Run 1, congestion heat map:
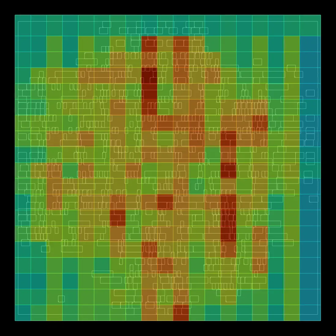
Run 1, close-up of the layout:
The bar under the picture is 10 um long. Window x 80 to 120, y 13 to 53 um. Cells in gray, sequential cells in the stronger gray; small squares are vias.
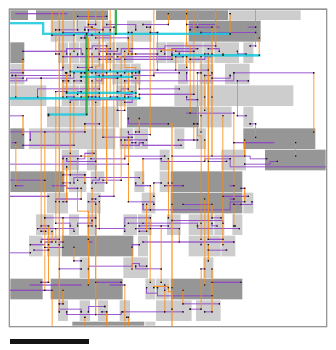
Run 1, signal wires on met3:
The bar under the picture is 50 um long.
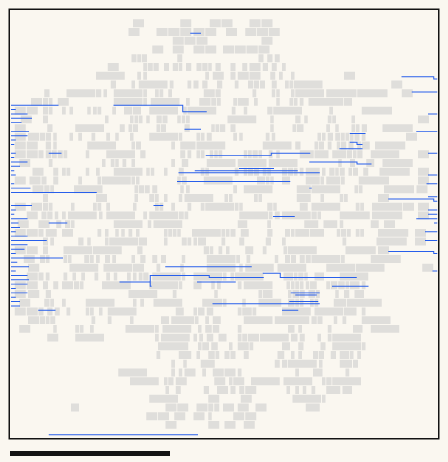
==> src/rtl/ssd_scan_arbiter.sv <==
// ssd_scan_arbiter: two-client 8-digit seven-segment scanner with frame-granular round-robin ownership
module ssd_scan_arbiter #(
  parameter int SCAN_DIV  = 262144,
  parameter int BLANK_CYC = 1024
) (
  input  logic        Clk,
  input  logic        reset_n,
  input  logic        req_a,
  input  logic        req_b,
  input  logic [31:0] data_a,
  input  logic [31:0] data_b,
  input  logic [7:0]  mask_a,
  input  logic [7:0]  mask_b,
  input  logic [7:0]  dp_a,
  input  logic [7:0]  dp_b,
  output logic        gnt_a,
  output logic        gnt_b,
  output logic [7:0]  an,
  output logic [6:0]  seg,
  output logic        dp,
  output logic        frame_done
);
  localparam int PW = $clog2(SCAN_DIV);
  localparam logic [PW-1:0] LAST  = PW'(SCAN_DIV - 1);
  localparam logic [PW-1:0] BLANK = PW'(BLANK_CYC);
  localparam logic [15:0][6:0] SEG = {7'h38, 7'h30, 7'h42, 7'h31, 7'h60, 7'h08, 7'h04, 7'h00,
                                      7'h0F, 7'h20, 7'h24, 7'h4C, 7'h06, 7'h12, 7'h4F, 7'h01};
  typedef enum logic [1:0] {IDLE, OWN_A, OWN_B} state_t;
  state_t state, state_nx;
  logic [PW-1:0] ps;
  logic [2:0] idx;
  logic last_b, last_b_nx, bnd, lit;
  logic [31:0] sh_data;
  logic [7:0] sh_mask, sh_dp;
  logic [3:0] nib;
  assign bnd = (ps == LAST) && (idx == 3'd7);
  assign nib = sh_data[{idx, 2'b00} +: 4];
  assign lit = (ps >= BLANK) && sh_mask[idx];
  // prescaler and digit index; the index steps each time the prescaler wraps
  always_ff @(posedge Clk or negedge reset_n) begin
    if (!reset_n) begin
      ps  <= '0;
      idx <= '0;
    end else begin
      ps <= (ps == LAST) ? '0 : ps + 1'b1;
      if (ps == LAST) idx <= idx + 3'd1;
    end
  end
  // arbitration decided only at frame boundaries; on contention the last owner yields
  always_comb begin
    state_nx  = state;
    last_b_nx = last_b;
    if (bnd) begin
      state_nx  = (req_a && req_b) ? (last_b ? OWN_A : OWN_B) :
                  req_a ? OWN_A : req_b ? OWN_B : IDLE;
      last_b_nx = (state_nx == OWN_B) ? 1'b1 : (state_nx == OWN_A) ? 1'b0 : last_b;
    end
  end
  // ownership, grants, frame pulse and per-frame snapshot of the owner's display data
  always_ff @(posedge Clk or negedge reset_n) begin
    if (!reset_n) begin
      state      <= IDLE;
      last_b     <= 1'b1;
      gnt_a      <= 1'b0;
      gnt_b      <= 1'b0;
      frame_done <= 1'b0;
      sh_data    <= '0;
      sh_mask    <= '0;
      sh_dp      <= '0;
    end else begin
      state      <= state_nx;
      last_b     <= last_b_nx;
      gnt_a      <= state_nx == OWN_A;
      gnt_b      <= state_nx == OWN_B;
      frame_done <= bnd;
      if (bnd) begin
        sh_data <= (state_nx == OWN_A) ? data_a : (state_nx == OWN_B) ? data_b : '0;
        sh_mask <= (state_nx == OWN_A) ? mask_a : (state_nx == OWN_B) ? mask_b : '0;
        sh_dp   <= (state_nx == OWN_A) ? dp_a   : (state_nx == OWN_B) ? dp_b   : '0;
      end
    end
  end
  // registered display drive from the snapshot; dark during the blanking head of each slot
  always_ff @(posedge Clk or negedge reset_n) begin
    if (!reset_n) begin
      an  <= 8'hFF;
      seg <= 7'h7F;
      dp  <= 1'b1;
    end else begin
      an  <= lit ? ~(8'b1 << idx) : 8'hFF;
      seg <= lit ? SEG[nib] : 7'h7F;
      dp  <= ~(lit & sh_dp[idx]);
    end
  end
endmodule

==> config.mk <==
export PLATFORM = sky130hd
export DESIGN_NAME = ssd_scan_arbiter
export DESIGN_NICKNAME = d
export VERILOG_FILES = /design/src/rtl/ssd_scan_arbiter.sv
export SDC_FILE = /design/constraint.sdc
export NUM_CORES = 1
export LEC_CHECK = 0
export ABC_AREA = 1
export CAP_MARGIN = 5
export CORE_UTILIZATION = 30
export CTS_BUF_LIST = sky130_fd_sc_hd__clkbuf_4 sky130_fd_sc_hd__clkbuf_8 sky130_fd_sc_hd__clkbuf_16
export DETAILED_ROUTE_END_ITERATION = 7
export PLACE_DENSITY = 0.56
export SYNTH_ARGS = -nofsm -noshare
export SYNTH_HDL_FRONTEND = slang
export SYNTH_SLANG_ARGS = --single-unit
==> constraint.sdc <==
create_clock -name Clk -period 3.2 [get_ports Clk]
set_input_delay 0.64 -clock Clk [delete_from_list [all_inputs] [get_ports Clk]]
set_output_delay 0.64 -clock Clk [all_outputs]
set_load 0.02 [all_outputs]
==> run_summary.xml, run 1 <==
<?xml version="1.0" encoding="UTF-8"?>
<metrics>
  <group name="floorplanning">
    <metric name="floorplan.die_area" unit="um^2">17800</metric>
    <metric name="chipWidth" unit="um">133</metric>
    <metric name="initial_utilization" unit="">0.310</metric>
    <metric name="die-height" unit="um">133</metric>
    <metric name="num_tap_cells" unit="">220</metric>
    <metric name="floorplan.rows" unit="">47</metric>
    <metric name="io-pin-count" unit="">119</metric>
  </group>
  <group name="final_layout">
    <metric name="layout.filler_cells" unit="">1750</metric>
    <metric name="fin_cells" unit="">1021</metric>
    <metric name="inverters_excl_clock" unit="">36</metric>
    <metric name="nNetsFinal" unit="">911</metric>
    <metric name="top_regs" unit="">sh_data x32, ps x18</metric>
    <metric name="mostFrequentLayoutCell" unit="">nand2_1</metric>
    <metric name="post_route_cells_drive_above_1_share" unit="">0.0861</metric>
    <metric name="area_growth_from_synthesis_to_final_layout" unit="%">33.1</metric>
    <metric name="top_reg_by_flops" unit="">sh_data</metric>
    <metric name="flip_flop_count_of_the_largest_register_all_copies_and_words_added" unit="">32</metric>
    <metric name="layout_top_cells" unit="">nand2_1 (266), clkdlybuf4s50_1 (117), nand3_1 (106), dfrtp_1 (74), nor2_1 (39)</metric>
    <metric name="num-nonclk-buffers" unit="">131</metric>
    <metric name="layout.nonclk_buf_frac" unit="">0.187</metric>
    <metric name="antenna_cells_inserted" unit="">0</metric>
    <metric name="comb_share" unit="">0.370</metric>
    <metric name="final_instance_area" unit="um^2">6890</metric>
    <metric name="largest_cell_class" unit="">multi-input combinational cells</metric>
    <metric name="seq-cell-share" unit="">0.334</metric>
    <metric name="logic_gate_count" unit="">527</metric>
    <metric name="comb_area" unit="um^2">2550</metric>
    <metric name="final-seq-area" unit="um^2">2300</metric>
    <metric name="layout.sequential_cells" unit="">91</metric>
    <metric name="clkbuf_count" unit="">11</metric>
  </group>
  <group name="logic_synthesis">
    <metric name="ys.flop_type" unit="">dfrtp_1</metric>
    <metric name="yosysWarningCount" unit="">0</metric>
    <metric name="yosys.area.top_type_share" unit="">0.358</metric>
    <metric name="netlist.top_cell.by_instances" unit="">nand2_1</metric>
    <metric name="fraction_of_registers_with_async_set_or_reset_after_synthesis" unit="">1.00</metric>
    <metric name="xor_share" unit="">0.0169</metric>
    <metric name="simple_gate_area_frac" unit="">0.380</metric>
    <metric name="post_synth_most_frequent_cells" unit="">nand2_1 (269), nand3_1 (106), dfrtp_1 (74)</metric>
    <metric name="top_logic_kind" unit="">simple AND/OR/NAND/NOR gates</metric>
    <metric name="post_synth_inst_count" unit="">692</metric>
    <metric name="adders_majority_by_area" unit="">0.0363</metric>
    <metric name="synth.top_cells.by_area" unit="">dfrtp_1 (36%), nand2_1 (20%), nand3_1 (10%)</metric>
    <metric name="synth_flops" unit="">91</metric>
    <metric name="chip_area_in_the_yosys_report" unit="um^2">5180</metric>
    <metric name="synth_stat.cells" unit="">692</metric>
    <metric name="yosys.cell_types.count" unit="">37</metric>
    <metric name="fraction_of_the_mapped_netlist_area_in_compound_gates" unit="">0.0551</metric>
    <metric name="largest_area_cell" unit="">dfrtp_1</metric>
    <metric name="enable_flop_cells" unit="">0</metric>
    <metric name="muxShareOfSynthArea" unit="">0.00218</metric>
    <metric name="yosysSeqAreaShare" unit="">0.444</metric>
    <metric name="syn-num-nets" unit="">807</metric>
    <metric name="synth_area" unit="um^2">5180</metric>
  </group>
  <group name="power">
    <metric name="total_switching_power" unit="mW">0.488</metric>
    <metric name="power.total" unit="mW">2.54</metric>
    <metric name="power_sequential" unit="mW">1.15</metric>
    <metric name="powerComb" unit="mW">0.154</metric>
    <metric name="vdd_ir_max" unit="mV">0.254</metric>
    <metric name="total_leakage_power" unit="nW">3.27</metric>
    <metric name="power.share.sequential" unit="">0.454</metric>
    <metric name="top_power_group" unit="">clock</metric>
    <metric name="clock_power" unit="mW">1.23</metric>
    <metric name="comb_power_share" unit="">0.061</metric>
    <metric name="powerDensity" unit="nW/um^2">369</metric>
    <metric name="power_switching_share" unit="">0.192</metric>
    <metric name="clock_group_share_of_total_power" unit="">0.485</metric>
    <metric name="intPower" unit="mW">2.05</metric>
  </group>
  <group name="placement">
    <metric name="pre_cts_slack" unit="ns">0.300</metric>
    <metric name="dpl.cell_count" unit="">1005</metric>
    <metric name="number_of_port_buffers" unit="">118</metric>
    <metric name="routabilityCongestion" unit="">0.832</metric>
    <metric name="dpl_cell_area" unit="um^2">6540</metric>
    <metric name="place.detailed.hpwl" unit="um">9790</metric>
  </group>
  <group name="critical_path">
    <metric name="setup.worst_path.start_class" unit="">register</metric>
    <metric name="rr_endpoint" unit="">seg[6]$_DFF_PN1_</metric>
    <metric name="worst_ep_arrival_time" unit="ns">2.98</metric>
    <metric name="timing.critical_path.fanout_max" unit="">27</metric>
    <metric name="critical_path_buf_inv_count" unit="">5</metric>
    <metric name="crit_path_frequent_cell" unit="">inv_1</metric>
    <metric name="timing.reg2reg.worst_path_depth" unit="">12</metric>
    <metric name="worstSetupEndpointType" unit="">register</metric>
    <metric name="critPathLaunch" unit="">idx[0]$_DFFE_PN0N_</metric>
    <metric name="regToRegSetupSlack" unit="ns">0.49</metric>
    <metric name="worstPathRequired" unit="ns">3.47</metric>
    <metric name="critical-path-top-delay-family" unit="">buffers and inverters</metric>
    <metric name="worst-setup-path-type" unit="">register to register</metric>
    <metric name="crit_end" unit="">seg[6]$_DFF_PN1_</metric>
    <metric name="critical_path.reg2reg.startpoint" unit="">idx[0]$_DFFE_PN0N_</metric>
    <metric name="cp_cell_sequence" unit="">buf_4 &gt; inv_2 &gt; o21ai_0 &gt; nand2_1 &gt; inv_1 &gt; o21ai_1 &gt; inv_1 &gt; ha_1 &gt; inv_1 &gt; nor2_1 &gt; a21oi_1 &gt; nand2_1</metric>
    <metric name="critical_path_cell_count" unit="">12</metric>
  </group>
  <group name="routing">
    <metric name="wl_per_cell" unit="um">13.6</metric>
    <metric name="wl_met2" unit="um">6570</metric>
    <metric name="first_iter_violations" unit="">265</metric>
    <metric name="vias_cell" unit="">4.67</metric>
    <metric name="drt_pass1_iterations" unit="">5</metric>
    <metric name="final_antenna_net_count" unit="">0</metric>
    <metric name="met3WireLength" unit="um">759</metric>
    <metric name="route.layer.met1.wl" unit="um">6370</metric>
  </group>
  <group name="clock_network">
    <metric name="clkLatencyLatePin" unit="ns">0.35</metric>
    <metric name="cts.hold.buffers_added" unit="">0</metric>
    <metric name="clkSlewWorstSetupHoldPaths" unit="ns">0.06</metric>
    <metric name="ctsHtreeMaxLevel" unit="">3</metric>
    <metric name="cts_buffers" unit="">9</metric>
    <metric name="cts_num_sinks" unit="">91</metric>
    <metric name="longest_clk_path_bufs" unit="">2</metric>
    <metric name="cts.repair_timing.setup_buffer_count" unit="">0</metric>
    <metric name="tritoncts_clock_tree" unit="">built</metric>
    <metric name="clk_root_buffer_cell" unit="">clkbuf_16</metric>
  </group>
  <group name="final_timing">
    <metric name="finalClockPeriodUsage" unit="">0.846</metric>
    <metric name="fin_crit" unit="ns">2.71</metric>
    <metric name="grt_setup_unrepaired" unit="">false</metric>
    <metric name="final.setup.tns" unit="ns">0</metric>
    <metric name="max_freq" unit="MHz">370</metric>
    <metric name="slew_viol_final" unit="">0</metric>
    <metric name="hold_viol" unit="">0</metric>
    <metric name="finalSetupViolations" unit="">0</metric>
    <metric name="setup_slack" unit="ns">0.494</metric>
    <metric name="timing.clock.skew" unit="ns">0.00753</metric>
    <metric name="worstMarginPinSlew" unit="ns">0.997</metric>
    <metric name="whs" unit="ns">0.446</metric>
  </group>
  <group name="outcome">
    <metric name="run_status" unit="">finished, final reports clean</metric>
  </group>
  <group name="worst_hold_path">
    <metric name="hp-class" unit="">input pin to async pin</metric>
  </group>
  <group name="global_routing">
    <metric name="vias_in_the_first_global_route" unit="">4614</metric>
    <metric name="track_usage" unit="">0.167</metric>
    <metric name="grt_start_max_net_pins" unit="">79</metric>
    <metric name="grt_overflow" unit="">0</metric>
    <metric name="met2_usage" unit="">0.271</metric>
    <metric name="grt_first_pass_wirelength" unit="um">23400</metric>
  </group>
  <group name="flow_run">
    <metric name="warning_count" unit="">37</metric>
    <metric name="max_cap_violations" unit="">0</metric>
  </group>
</metrics>
-- 'congestion heat map' (at the start) --
Post-Route Utilization: 0.413
met1 usage in global routing: 0.223
layer carrying the most global-route usage: met2

-- 'close-up of the layout' (at the start) --
[metal 1] purple
[metal 3] cyan
[metal 4] green
[metal 2] orange
most frequent: nand2_1 (16)
netlist names of flops here include: ps (10)
sequential cells in the window: 10
cells with their middle in the window: 89

-- 'signal wires on met3' (at the start) --
share of all routed wire: 5.5%
longest straight run: 46.2 um
nets with wire on the layer: 79
vias post-DR: 4763
met3 usage in global routing: 0.0422
wire length reported by the detailed router: 13800 um

Run 1, M1 wires:
The bar under the picture is 50 um long. Supply wires on this layer in gray.
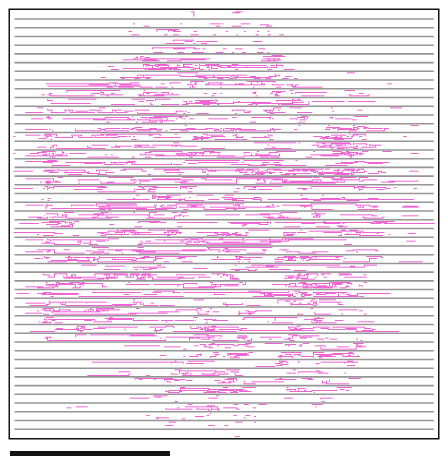

==> run 1 -> run 2 <==
==> constraint.sdc (replaced) <==
create_clock -name Clk -period 2.5 [get_ports Clk]
set_input_delay 0.5 -clock Clk [delete_from_list [all_inputs] [get_ports Clk]]
set_output_delay 0.5 -clock Clk [all_outputs]
set_load 0.02 [all_outputs]
Run 2, M1 wires:
The bar under the picture is 50 um long. Supply wires on this layer in gray.
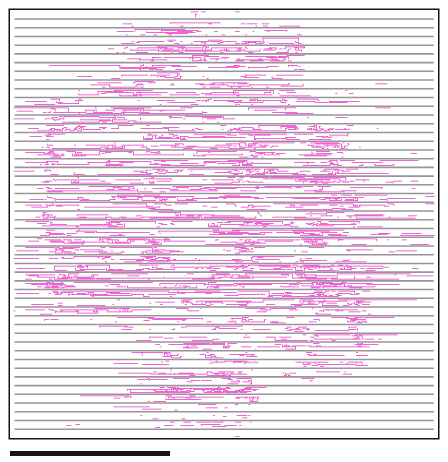
wire length on this layer: 6890 um
nets with wire on the layer: 795
main direction: horizontal
share of all routed wire: 49%
longest straight run: 35.0 um
met1 usage in global routing: 0.233
wire length reported by the detailed router: 14000 um
vias post-DR: 4841

==> run 2 against run 1 <==
Net effect: critical path depth is the same; count of clock-buffer cells in the layout shrank 1; sequential share of layout area shrank 0.47 points; die area is the same; register-to-register slack lost 0.19 ns; critical path type unchanged; global-route usage shrank 0.086 points.
==> run_summary.xml, run 2 <==
<?xml version="1.0" encoding="UTF-8"?>
<metrics>
  <group name="power">
    <metric name="total_leakage_power" unit="nW">3.32</metric>
    <metric name="clock_group_share_of_total_power" unit="">0.451</metric>
    <metric name="comb_power_share" unit="">0.065</metric>
    <metric name="top_power_group" unit="">registers</metric>
    <metric name="power_sequential" unit="mW">1.48</metric>
    <metric name="intPower" unit="mW">2.40</metric>
    <metric name="power.total" unit="mW">3.05</metric>
    <metric name="power_switching_share" unit="">0.211</metric>
  </group>
  <group name="logic_synthesis">
    <metric name="ys.flop_type" unit="">dfrtp_1</metric>
    <metric name="top_logic_kind" unit="">simple AND/OR/NAND/NOR gates</metric>
    <metric name="post_synth_most_frequent_cells" unit="">nand2_1 (269), nand3_1 (106), dfrtp_1 (74)</metric>
    <metric name="synth_area" unit="um^2">5180</metric>
    <metric name="synth.top_cells.by_area" unit="">dfrtp_1 (36%), nand2_1 (20%), nand3_1 (10%)</metric>
    <metric name="netlist.top_cell.by_instances" unit="">nand2_1</metric>
    <metric name="largest_area_cell" unit="">dfrtp_1</metric>
    <metric name="yosys.area.top_type_share" unit="">0.358</metric>
    <metric name="xor_share" unit="">0.0169</metric>
    <metric name="muxShareOfSynthArea" unit="">0.00218</metric>
    <metric name="yosys.cell_types.count" unit="">37</metric>
  </group>
  <group name="final_timing">
    <metric name="fin_crit" unit="ns">2.19</metric>
    <metric name="finalClockPeriodUsage" unit="">0.877</metric>
    <metric name="grt_setup_unrepaired" unit="">false</metric>
    <metric name="max_freq" unit="MHz">456</metric>
    <metric name="worstMarginPinSlew" unit="ns">0.652</metric>
  </group>
  <group name="critical_path">
    <metric name="critPathLaunch" unit="">ps[0]$_DFF_PN0_</metric>
    <metric name="worst_ep_arrival_time" unit="ns">2.48</metric>
    <metric name="critical_path_buf_inv_count" unit="">1</metric>
    <metric name="rr_endpoint" unit="">sh_data[21]$_DFFE_PN0N_</metric>
    <metric name="critical_path.reg2reg.startpoint" unit="">ps[0]$_DFF_PN0_</metric>
    <metric name="worst-setup-path-type" unit="">register to register</metric>
    <metric name="timing.reg2reg.worst_path_depth" unit="">12</metric>
    <metric name="critical_path_cell_count" unit="">12</metric>
    <metric name="regToRegSetupSlack" unit="ns">0.31</metric>
    <metric name="worstPathRequired" unit="ns">2.79</metric>
    <metric name="critical-path-top-delay-family" unit="">simple AND/OR/NAND/NOR gates</metric>
    <metric name="crit_end" unit="">sh_data[21]$_DFFE_PN0N_</metric>
  </group>
  <group name="routing">
    <metric name="wl_met2" unit="um">6270</metric>
    <metric name="drt_pass1_iterations" unit="">4</metric>
    <metric name="vias_cell" unit="">4.69</metric>
    <metric name="met3WireLength" unit="um">582</metric>
  </group>
  <group name="final_layout">
    <metric name="flip_flop_count_of_the_largest_register_all_copies_and_words_added" unit="">32</metric>
    <metric name="seq-cell-share" unit="">0.329</metric>
    <metric name="fin_cells" unit="">1032</metric>
    <metric name="mostFrequentLayoutCell" unit="">nand2_1</metric>
    <metric name="top_regs" unit="">sh_data x32, ps x18</metric>
    <metric name="nNetsFinal" unit="">922</metric>
    <metric name="top_reg_by_flops" unit="">sh_data</metric>
    <metric name="antenna_cells_inserted" unit="">0</metric>
    <metric name="clkbuf_count" unit="">10</metric>
    <metric name="final_core_utilization" unit="">0.418</metric>
    <metric name="comb_area" unit="um^2">2550</metric>
    <metric name="final-seq-area" unit="um^2">2300</metric>
    <metric name="layout_top_cells" unit="">nand2_1 (266), clkdlybuf4s50_1 (117), nand3_1 (106), dfrtp_1 (74), nor2_1 (39)</metric>
  </group>
  <group name="floorplanning">
    <metric name="io-pin-count" unit="">119</metric>
    <metric name="initial_utilization" unit="">0.310</metric>
    <metric name="chipWidth" unit="um">133</metric>
    <metric name="floorplan.rows" unit="">47</metric>
  </group>
  <group name="global_routing">
    <metric name="met2_usage" unit="">0.259</metric>
    <metric name="grt_start_max_net_pins" unit="">43</metric>
    <metric name="grt.busiest_layer" unit="">met2</metric>
    <metric name="vias_in_the_first_global_route" unit="">4584</metric>
    <metric name="grt_first_pass_wirelength" unit="um">23300</metric>
  </group>
  <group name="outcome">
    <metric name="run_status" unit="">finished, final reports clean</metric>
  </group>
  <group name="placement">
    <metric name="number_of_port_buffers" unit="">118</metric>
    <metric name="dpl.cell_count" unit="">1016</metric>
    <metric name="place.detailed.hpwl" unit="um">10300</metric>
    <metric name="pre_cts_slack" unit="ns">0.228</metric>
  </group>
  <group name="clock_network">
    <metric name="cts.hold.buffers_added" unit="">0</metric>
    <metric name="cts_buffers" unit="">9</metric>
    <metric name="cts_num_sinks" unit="">91</metric>
  </group>
  <group name="worst_hold_path">
    <metric name="hp-class" unit="">input pin to async pin</metric>
  </group>
  <group name="flow_run">
    <metric name="max_cap_violations" unit="">0</metric>
  </group>
</metrics>
Run 2, close-up of the layout:
The bar under the picture is 10 um long. Window x 80 to 120, y 13 to 53 um. Cells in gray, sequential cells in the stronger gray; small squares are vias.
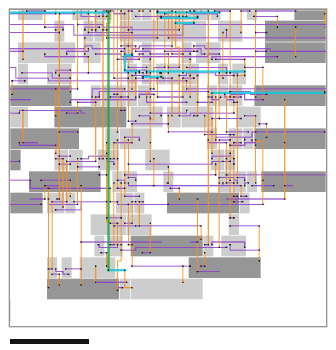

==> run 2 -> run 3 <==
--- a/config.mk
+++ b/config.mk
@@ -7,10 +7,11 @@
 export LEC_CHECK = 0
 export ABC_AREA = 1
 export CAP_MARGIN = 5
-export CORE_UTILIZATION = 30
+export CORE_UTILIZATION = 51
 export CTS_BUF_LIST = sky130_fd_sc_hd__clkbuf_4 sky130_fd_sc_hd__clkbuf_8 sky130_fd_sc_hd__clkbuf_16
+export CTS_CLUSTER_DIAMETER = 50
 export DETAILED_ROUTE_END_ITERATION = 7
-export PLACE_DENSITY = 0.56
+export PLACE_DENSITY = 0.85
 export SYNTH_ARGS = -nofsm -noshare
 export SYNTH_HDL_FRONTEND = slang
 export SYNTH_SLANG_ARGS = --single-unit
Run 3, close-up of the layout:
The bar under the picture is 10 um long. Window x 57 to 97, y 6 to 46 um. Cells in gray, sequential cells in the stronger gray; small squares are vias.
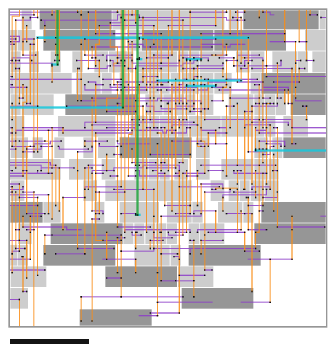
[metal 2] orange
[metal 1] purple
[metal 4] green
[metal 3] cyan
cells with their middle in the window: 122
sequential cells in the window: 17
netlist names of flops here include: ps (16), an (1)
most frequent: nand2_1 (21), inv_1 (17), dfrtp_1 (16)

==> run 3 against run 2 <==
Net effect: critical path depth unchanged; combinational power about the same; core utilization up 27 points; via count up 5.4%; clock skew down 0.0015 ns; highest routed layer unchanged; die area down 41%; first-iteration DRC count down 25%; synthesized cell count unchanged; count of clock-buffer cells in the layout unchanged.
==> run_summary.xml, run 3 <==
<?xml version="1.0" encoding="UTF-8"?>
<metrics>
  <group name="outcome">
    <metric name="run_status" unit="">finished, final reports clean</metric>
  </group>
  <group name="final_layout">
    <metric name="mostFrequentLayoutCell" unit="">nand2_1</metric>
    <metric name="logic_gate_count" unit="">527</metric>
    <metric name="final_instance_area" unit="um^2">6740</metric>
    <metric name="layout.sequential_cells" unit="">91</metric>
    <metric name="fin_cells" unit="">941</metric>
    <metric name="layout_top_cells" unit="">nand2_1 (268), clkdlybuf4s50_1 (117), nand3_1 (106), dfrtp_1 (73), nor2_1 (39)</metric>
    <metric name="layout.filler_cells" unit="">817</metric>
    <metric name="top_reg_by_flops" unit="">sh_data</metric>
    <metric name="nNetsFinal" unit="">919</metric>
    <metric name="antenna_cells_inserted" unit="">0</metric>
    <metric name="top_regs" unit="">sh_data x32, ps x18</metric>
    <metric name="seq-cell-share" unit="">0.341</metric>
    <metric name="final_core_utilization" unit="">0.687</metric>
    <metric name="largest_cell_class" unit="">multi-input combinational cells</metric>
    <metric name="final-seq-area" unit="um^2">2300</metric>
    <metric name="area_growth_from_synthesis_to_final_layout" unit="%">30.2</metric>
    <metric name="layout.nonclk_buf_frac" unit="">0.202</metric>
    <metric name="clkbuf_count" unit="">10</metric>
    <metric name="post_route_cells_drive_above_1_share" unit="">0.0916</metric>
    <metric name="flip_flop_count_of_the_largest_register_all_copies_and_words_added" unit="">32</metric>
    <metric name="clkCellAreaFrac" unit="">0.0354</metric>
    <metric name="inverters_excl_clock" unit="">36</metric>
    <metric name="comb_area" unit="um^2">2540</metric>
    <metric name="comb_share" unit="">0.377</metric>
    <metric name="num-nonclk-buffers" unit="">139</metric>
  </group>
  <group name="power">
    <metric name="powerDensity" unit="nW/um^2">424</metric>
    <metric name="comb_power_share" unit="">0.069</metric>
    <metric name="powerComb" unit="mW">0.196</metric>
    <metric name="intPower" unit="mW">2.30</metric>
    <metric name="top_power_group" unit="">registers</metric>
    <metric name="power_switching_share" unit="">0.196</metric>
    <metric name="power.share.sequential" unit="">0.516</metric>
    <metric name="clock_group_share_of_total_power" unit="">0.415</metric>
    <metric name="power_sequential" unit="mW">1.47</metric>
    <metric name="total_leakage_power" unit="nW">3.26</metric>
    <metric name="power.total" unit="mW">2.86</metric>
    <metric name="vdd_ir_max" unit="mV">0.318</metric>
    <metric name="total_switching_power" unit="mW">0.561</metric>
    <metric name="clock_power" unit="mW">1.19</metric>
  </group>
  <group name="final_timing">
    <metric name="grt_setup_unrepaired" unit="">false</metric>
    <metric name="fin_crit" unit="ns">2.27</metric>
    <metric name="finalSetupViolations" unit="">0</metric>
    <metric name="hold_viol" unit="">0</metric>
    <metric name="slew_viol_final" unit="">0</metric>
    <metric name="timing.clock.skew" unit="ns">0.00640</metric>
    <metric name="whs" unit="ns">0.142</metric>
    <metric name="worstMarginPinSlew" unit="ns">0.612</metric>
    <metric name="max_freq" unit="MHz">440</metric>
    <metric name="setup_slack" unit="ns">0.228</metric>
    <metric name="finalClockPeriodUsage" unit="">0.909</metric>
    <metric name="final.setup.tns" unit="ns">0</metric>
  </group>
  <group name="routing">
    <metric name="drt_pass1_iterations" unit="">5</metric>
    <metric name="vias_cell" unit="">5.42</metric>
    <metric name="wl_per_cell" unit="um">14.1</metric>
    <metric name="met3WireLength" unit="um">831</metric>
    <metric name="wl_met2" unit="um">6790</metric>
    <metric name="final_antenna_net_count" unit="">0</metric>
    <metric name="route.layer.met1.wl" unit="um">5310</metric>
    <metric name="postRouteWirelength" unit="um">13300</metric>
    <metric name="first_iter_violations" unit="">296</metric>
  </group>
  <group name="logic_synthesis">
    <metric name="adders_majority_by_area" unit="">0.0363</metric>
    <metric name="post_synth_inst_count" unit="">692</metric>
    <metric name="ys.flop_type" unit="">dfrtp_1</metric>
    <metric name="chip_area_in_the_yosys_report" unit="um^2">5180</metric>
    <metric name="netlist.top_cell.by_instances" unit="">nand2_1</metric>
    <metric name="post_synth_most_frequent_cells" unit="">nand2_1 (269), nand3_1 (106), dfrtp_1 (74)</metric>
    <metric name="fraction_of_registers_with_async_set_or_reset_after_synthesis" unit="">1.00</metric>
    <metric name="synth_flops" unit="">91</metric>
    <metric name="yosysSeqAreaShare" unit="">0.444</metric>
    <metric name="synth_stat.cells" unit="">692</metric>
    <metric name="synth_area" unit="um^2">5180</metric>
    <metric name="xor_share" unit="">0.0169</metric>
    <metric name="muxShareOfSynthArea" unit="">0.00218</metric>
    <metric name="top_logic_kind" unit="">simple AND/OR/NAND/NOR gates</metric>
    <metric name="fraction_of_the_mapped_netlist_area_in_compound_gates" unit="">0.0551</metric>
    <metric name="enable_flop_cells" unit="">0</metric>
    <metric name="simple_gate_area_frac" unit="">0.380</metric>
    <metric name="largest_area_cell" unit="">dfrtp_1</metric>
    <metric name="yosys.cell_types.count" unit="">37</metric>
    <metric name="synth.top_cells.by_area" unit="">dfrtp_1 (36%), nand2_1 (20%), nand3_1 (10%)</metric>
    <metric name="yosysWarningCount" unit="">0</metric>
    <metric name="yosys.area.top_type_share" unit="">0.358</metric>
  </group>
  <group name="critical_path">
    <metric name="critical-path-top-delay-family" unit="">simple AND/OR/NAND/NOR gates</metric>
    <metric name="critPathLaunch" unit="">ps[0]$_DFF_PN0_</metric>
    <metric name="rr_endpoint" unit="">sh_data[19]$_DFFE_PN0N_</metric>
    <metric name="timing.critical_path.fanout_max" unit="">49</metric>
    <metric name="timing.reg2reg.worst_path_depth" unit="">12</metric>
    <metric name="critical_path_cell_count" unit="">12</metric>
    <metric name="critical_path_buf_inv_count" unit="">1</metric>
    <metric name="worst_ep_arrival_time" unit="ns">2.57</metric>
    <metric name="setup.worst_path.start_class" unit="">register</metric>
    <metric name="crit_end" unit="">sh_data[19]$_DFFE_PN0N_</metric>
    <metric name="worstPathRequired" unit="ns">2.80</metric>
    <metric name="cp_cell_sequence" unit="">ha_1 &gt; nand2_1 &gt; nor2_4 &gt; nand2_4 &gt; nor2_8 &gt; nand4_1 &gt; nand2_2 &gt; buf_6 &gt; nand3_1 &gt; nand2_1 &gt; nand2_1 &gt; nand2_1</metric>
    <metric name="worst-setup-path-type" unit="">register to register</metric>
    <metric name="regToRegSetupSlack" unit="ns">0.23</metric>
    <metric name="crit_path_frequent_cell" unit="">nand2_1</metric>
    <metric name="critical_path.reg2reg.startpoint" unit="">ps[0]$_DFF_PN0_</metric>
    <metric name="worstSetupEndpointType" unit="">register</metric>
  </group>
  <group name="placement">
    <metric name="dpl_cell_area" unit="um^2">6490</metric>
    <metric name="number_of_port_buffers" unit="">118</metric>
    <metric name="dpl.cell_count" unit="">926</metric>
    <metric name="routabilityCongestion" unit="">0.952</metric>
    <metric name="place.detailed.hpwl" unit="um">9730</metric>
    <metric name="pre_cts_slack" unit="ns">0.117</metric>
  </group>
  <group name="global_routing">
    <metric name="track_usage" unit="">0.270</metric>
    <metric name="globalRouteMet1Util" unit="">0.312</metric>
    <metric name="grt_start_max_net_pins" unit="">51</metric>
    <metric name="met3_usage" unit="">0.0454</metric>
    <metric name="vias_in_the_first_global_route" unit="">5048</metric>
    <metric name="grt.busiest_layer" unit="">met2</metric>
    <metric name="grt_overflow" unit="">0</metric>
    <metric name="met2_usage" unit="">0.483</metric>
    <metric name="grt_first_pass_wirelength" unit="um">22200</metric>
  </group>
  <group name="floorplanning">
    <metric name="initial_utilization" unit="">0.527</metric>
    <metric name="io-pin-count" unit="">119</metric>
    <metric name="floorplan.rows" unit="">36</metric>
    <metric name="die-height" unit="um">103</metric>
    <metric name="num_tap_cells" unit="">133</metric>
    <metric name="chipWidth" unit="um">103</metric>
    <metric name="floorplan.die_area" unit="um^2">10600</metric>
  </group>
  <group name="clock_network">
    <metric name="cts_buffers" unit="">9</metric>
    <metric name="clkSlewWorstSetupHoldPaths" unit="ns">0.08</metric>
    <metric name="clkLatencyLatePin" unit="ns">0.36</metric>
    <metric name="clk_root_buffer_cell" unit="">clkbuf_8</metric>
    <metric name="longest_clk_path_bufs" unit="">2</metric>
    <metric name="ctsHtreeMaxLevel" unit="">3</metric>
    <metric name="cts.repair_timing.setup_buffer_count" unit="">0</metric>
    <metric name="cts_num_sinks" unit="">91</metric>
    <metric name="cts.hold.buffers_added" unit="">0</metric>
    <metric name="tritoncts_clock_tree" unit="">built</metric>
  </group>
  <group name="worst_hold_path">
    <metric name="hp-class" unit="">input pin to async pin</metric>
  </group>
  <group name="flow_run">
    <metric name="max_cap_violations" unit="">0</metric>
    <metric name="warning_count" unit="">37</metric>
  </group>
</metrics>

==> notes/layouts.md <==
Pictures saved along the way, in no particular order.

Gate-type map.
panel A
The bar under the picture is 20 um long.
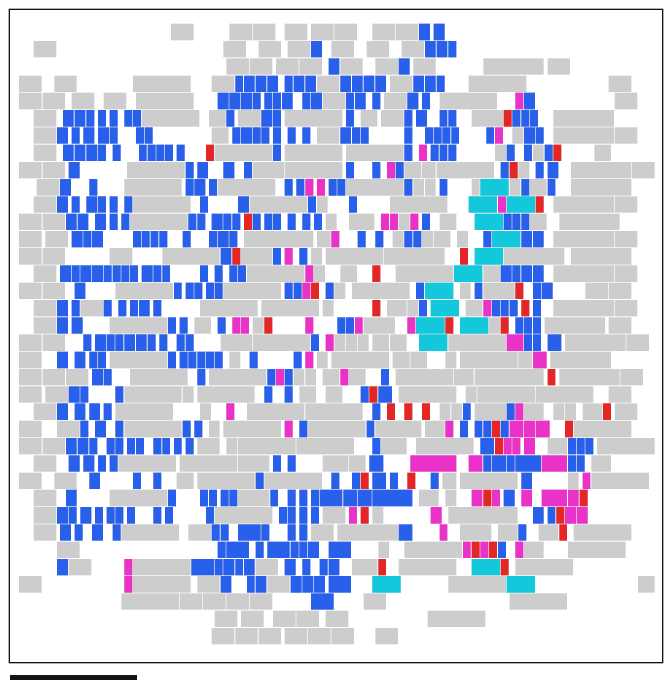
panel B
The bar under the picture is 50 um long.
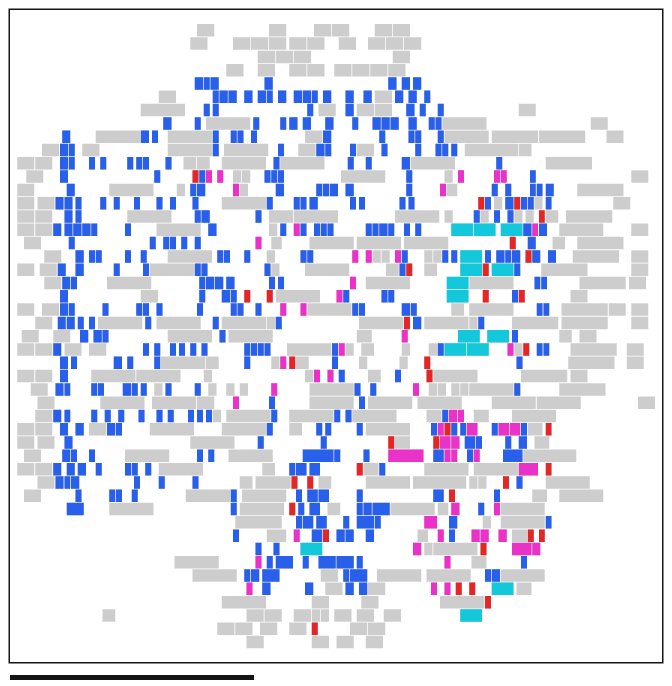
- largest die: panel B
Panel B comes from run 1.
Panel A comes from run 3.

Power figures rest on the tool's default switching activity, not on a simulated workload.
